<file path="src/rtl/adder_share_arbiter.sv">
`default_nettype none
// +--------------------------------------------------------------------------+
// | Module      : adder_share_arbiter (with helper number_adder)             |
// | Description : Round-robin sharing of one 32-bit ripple adder between     |
// |               NUM_REQ valid/ready requesters, single output register     |
// |               tagged with the winning requester ID.                      |
// | Options     : define ADDER_ARB_OVF_EN to add the registered rsp_ovf port |
// | Revision    : 1.0 - initial release                                      |
// +--------------------------------------------------------------------------+

// Plain 32-bit ripple-carry adder; kept as its own module so the datapath
// stays recognisable as the shared resource.
module number_adder (
  input  logic [31:0] a,
  input  logic [31:0] b,
  input  logic        cin,
  output logic [31:0] sum,
  output logic        cout
);
  logic [32:0] w_carry;

  assign w_carry[0] = cin;

  // One full adder per bit, carry rippling upward.
  for (genvar gi = 0; gi < 32; gi++) begin : g_bit
    assign sum[gi]         = a[gi] ^ b[gi] ^ w_carry[gi];
    assign w_carry[gi + 1] = (a[gi] & b[gi]) | (w_carry[gi] & (a[gi] ^ b[gi]));
  end

  assign cout = w_carry[32];
endmodule

module adder_share_arbiter #(
  parameter int NUM_REQ = 4,
  parameter int ID_W    = $clog2(NUM_REQ)
) (
  input  logic                  clk,
  input  logic                  rst,
  input  logic [NUM_REQ-1:0]    req_valid,
  output logic [NUM_REQ-1:0]    req_ready,
  input  logic [NUM_REQ*32-1:0] req_a,
  input  logic [NUM_REQ*32-1:0] req_b,
  input  logic [NUM_REQ-1:0]    req_cin,
  output logic                  rsp_valid,
  input  logic                  rsp_ready,
  output logic [31:0]           rsp_sum,
  output logic                  rsp_cout,
  output logic [ID_W-1:0]       rsp_id
`ifdef ADDER_ARB_OVF_EN
  ,
  output logic                  rsp_ovf
`endif
);

  typedef enum logic [0:0] {
    ST_EMPTY = 1'b0,
    ST_FULL  = 1'b1
  } state_t;

  state_t              r_state;
  state_t              w_state_nxt;
  logic [ID_W-1:0]     r_ptr;
  logic [ID_W-1:0]     w_ptr_nxt;

  logic                w_any;
  logic                w_slot_free;
  logic                w_do_grant;
  logic                w_hi_found;
  logic [ID_W-1:0]     w_hi_idx;
  logic [ID_W-1:0]     w_lo_idx;
  logic [ID_W-1:0]     w_win_idx;
  logic [NUM_REQ-1:0]  w_win_oh;

  logic [31:0]         w_a;
  logic [31:0]         w_b;
  logic                w_cin;
  logic [31:0]         w_sum;
  logic                w_cout;

  assign rsp_valid   = (r_state == ST_FULL);
  assign w_slot_free = !rsp_valid | rsp_ready;
  assign w_any       = |req_valid;
  // Reset forces the grant off so nothing is accepted during the reset cycle.
  assign w_do_grant  = w_any & w_slot_free & !rst;

  // Round-robin search: lowest valid index at or above ptr, else lowest valid
  // index overall (the wrap-around case). Iterating downward lets the last hit
  // be the lowest one.
  always_comb begin
    w_hi_found = 1'b0;
    w_hi_idx   = '0;
    w_lo_idx   = '0;
    for (int i = NUM_REQ - 1; i >= 0; i--) begin
      if (req_valid[i]) begin
        w_lo_idx = ID_W'(i);
        if (ID_W'(i) >= r_ptr) begin
          w_hi_found = 1'b1;
          w_hi_idx   = ID_W'(i);
        end
      end
    end
    w_win_idx = w_hi_found ? w_hi_idx : w_lo_idx;
  end

  // Winner decoded to one-hot; it steers both the data mux and the grant.
  for (genvar gi = 0; gi < NUM_REQ; gi++) begin : g_onehot
    assign w_win_oh[gi] = w_any & (w_win_idx == ID_W'(gi));
  end

  assign req_ready = w_win_oh & {NUM_REQ{w_do_grant}};

  // AND-OR operand mux driven by the one-hot winner (no priority on data).
  always_comb begin
    w_a   = '0;
    w_b   = '0;
    w_cin = 1'b0;
    for (int i = 0; i < NUM_REQ; i++) begin
      w_a   = w_a   | ({32{w_win_oh[i]}} & req_a[i*32 +: 32]);
      w_b   = w_b   | ({32{w_win_oh[i]}} & req_b[i*32 +: 32]);
      w_cin = w_cin | (w_win_oh[i] & req_cin[i]);
    end
  end

  number_adder u_adder (
    .a    (w_a),
    .b    (w_b),
    .cin  (w_cin),
    .sum  (w_sum),
    .cout (w_cout)
  );

  // Pointer advances to the requester after the one just granted.
  assign w_ptr_nxt = (w_win_idx == ID_W'(NUM_REQ - 1)) ? '0 : (w_win_idx + ID_W'(1));

  // Result-register occupancy state.
  always_ff @(posedge clk) begin
    if (rst) begin
      r_state <= ST_EMPTY;
    end else begin
      r_state <= w_state_nxt;
    end
  end

  // Next occupancy: a grant always fills the slot (even while draining),
  // a drain without a grant empties it.
  always_comb begin
    w_state_nxt = r_state;
    case (r_state)
      ST_EMPTY: begin
        if (w_do_grant) begin
          w_state_nxt = ST_FULL;
        end
      end
      ST_FULL: begin
        if (!w_do_grant && rsp_ready) begin
          w_state_nxt = ST_EMPTY;
        end
      end
      default: w_state_nxt = ST_EMPTY;
    endcase
  end

  // Result payload and round-robin pointer load only on a grant.
  always_ff @(posedge clk) begin
    if (rst) begin
      r_ptr    <= '0;
      rsp_sum  <= '0;
      rsp_cout <= 1'b0;
      rsp_id   <= '0;
    end else if (w_do_grant) begin
      r_ptr    <= w_ptr_nxt;
      rsp_sum  <= w_sum;
      rsp_cout <= w_cout;
      rsp_id   <= w_win_idx;
    end
  end

`ifdef ADDER_ARB_OVF_EN
  logic w_ovf;

  // Signed overflow: like-signed operands producing a sum of the other sign.
  assign w_ovf = (w_a[31] == w_b[31]) & (w_sum[31] != w_a[31]);

  // Overflow flag travels with the rest of the result.
  always_ff @(posedge clk) begin
    if (rst) begin
      rsp_ovf <= 1'b0;
    end else if (w_do_grant) begin
      rsp_ovf <= w_ovf;
    end
  end
`endif

endmodule
`default_nettype wire

</file>
<file path="config.mk">
export PLATFORM = sky130hd
export DESIGN_NAME = adder_share_arbiter
export DESIGN_NICKNAME = d
export VERILOG_FILES = /design/src/rtl/adder_share_arbiter.sv
export SDC_FILE = /design/constraint.sdc
export NUM_CORES = 1
export LEC_CHECK = 0
export CORE_AREA = 2 2 118 120
export CTS_CLUSTER_DIAMETER = 200
export DETAILED_ROUTE_END_ITERATION = 10
export DIE_AREA = 0 0 120 122
export PLACE_DENSITY = 0.69
export SYNTH_ARGS = -nofsm -noshare
export SYNTH_HDL_FRONTEND = slang
export SYNTH_SLANG_ARGS = --single-unit
</file>
<file path="constraint.sdc">
create_clock -name clk -period 18.4 [get_ports clk]
set_input_delay 3.68 -clock clk [delete_from_list [all_inputs] [get_ports clk]]
set_output_delay 3.68 -clock clk [all_outputs]
set_load 0.02 [all_outputs]
</file>
Routed metal, one color a layer:
Scale: 3 px per µm. Only two layers are drawn.
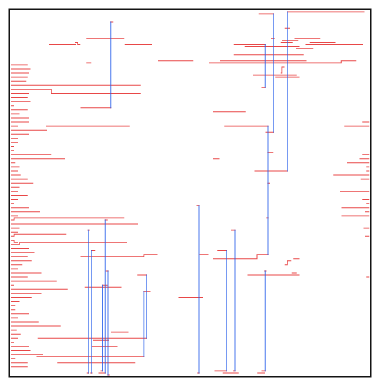
met4 -> blue  # wire length 600 µm
met3 -> red  # wire length 1,250 µm

Wire density map:
Scale: 3 px per µm. The die is cut into 24 by 24 equal tiles; dark blue is low, red is high, scaled to the fullest tile. Values are wire area over tile area, all layers added.
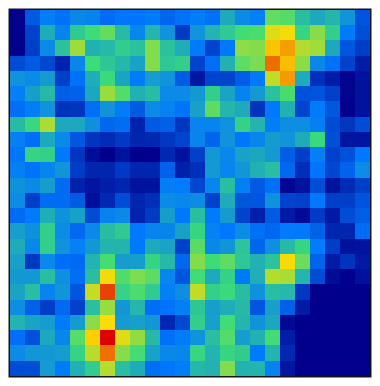
nearly empty tiles = 6.9%
emptiest ninth of the die = lower right
fullest tile = 0.70

sequential cells by signal, summed over array words and instances, names as in the netlist:
signal and flops:
rsp_valid 1, rsp_cout 1, rsp_id 2, rsp_sum 32, r_ptr 2
final timing paths:
path	from	depth (start not counted)	end	slack, ns
worst min register to register	rsp_sum[23]	2	rsp_sum[23]	0.51
worst max register to register	r_ptr[1]	42	rsp_sum[31]	4.83
worst min-delay path	rsp_sum[23]	2	rsp_sum[23]	0.51
worst max-delay path	req_valid[0]	43	rsp_sum[31]	1.10
area by class of cell:
class                           instances  area share [%]
Clock inverter                          2           0.230
Antenna cell                            1          0.0354
Clock buffer                            6            1.96
Multi-Input combinational cell        333            38.3
Tap cell                              180            3.18
Timing Repair Buffer                  316            44.4
Sequential cell                        38            10.8
Inverter                               21            1.11
==> Implementation_results.wiki <==
== Metrics ==
{| class="wikitable"
! Metric !! Value
|-
| Clock root cell || sky130_fd_sc_hd__clkbuf_16
|-
| P_comb || 0.395 mW
|-
| Min setup slack post-route || 1.10 ns
|-
| Clock network power share || about 15%
|-
| Most common cell in the synthesized netlist || sky130_fd_sc_hd__a22o_1
|-
| Share of power burned in registers || between 10% and 20%
|-
| Internal power || 0.354 mW
|-
| Count of warnings emitted by yosys || 0
|-
| Port bufs || between 300 and 400
|-
| Sequential area share after synthesis || 20.3%
|-
| Die height || 122 µm
|-
| Overall power || about 0.6 mW
|-
| Met2 GRT Util || 39.9%
|-
| Summed instance area of the synthesized netlist || 0.00376 mm²
|-
| Area taken by flip-flops and latches || 761 µm²
|-
| Crit start category || primary input
|-
| Sum of negative setup slack || 0 ns
|-
| Latest clock arrival within the worst-skew pair || 0.29 ns
|-
| Final Net Count || 1,018
|-
| Worst stage delay on the critical path || 0.70 ns
|-
| Share of total power consumed by net switching || about two fifths
|-
| Final Hold Viols || 0
|-
| Run status || completed
|-
| Detailed-route DRC error count || 0
|-
| Proportion of power drawn by combinational gates || 65.3%
|-
| Top sig layer || met4
|-
| Num CTS Buffers || 5
|-
| Main power group || combinational cells
|-
| Category of the most critical setup path || primary input to register
|-
| Count of tool warnings || 29
|-
| Post-Synth AOI/OAI Area || 43.7%
|-
| Routed wl met2 || 8860 µm
|-
| Commonest non-fill, non-tap cell in the layout || sky130_fd_sc_hd__clkdlybuf4s50_1
|-
| Smallest hold slack || around 0.51 ns
|-
| Cell area after placement || 0.00691 mm²
|}
Power is estimated from default activity; no workload was simulated.
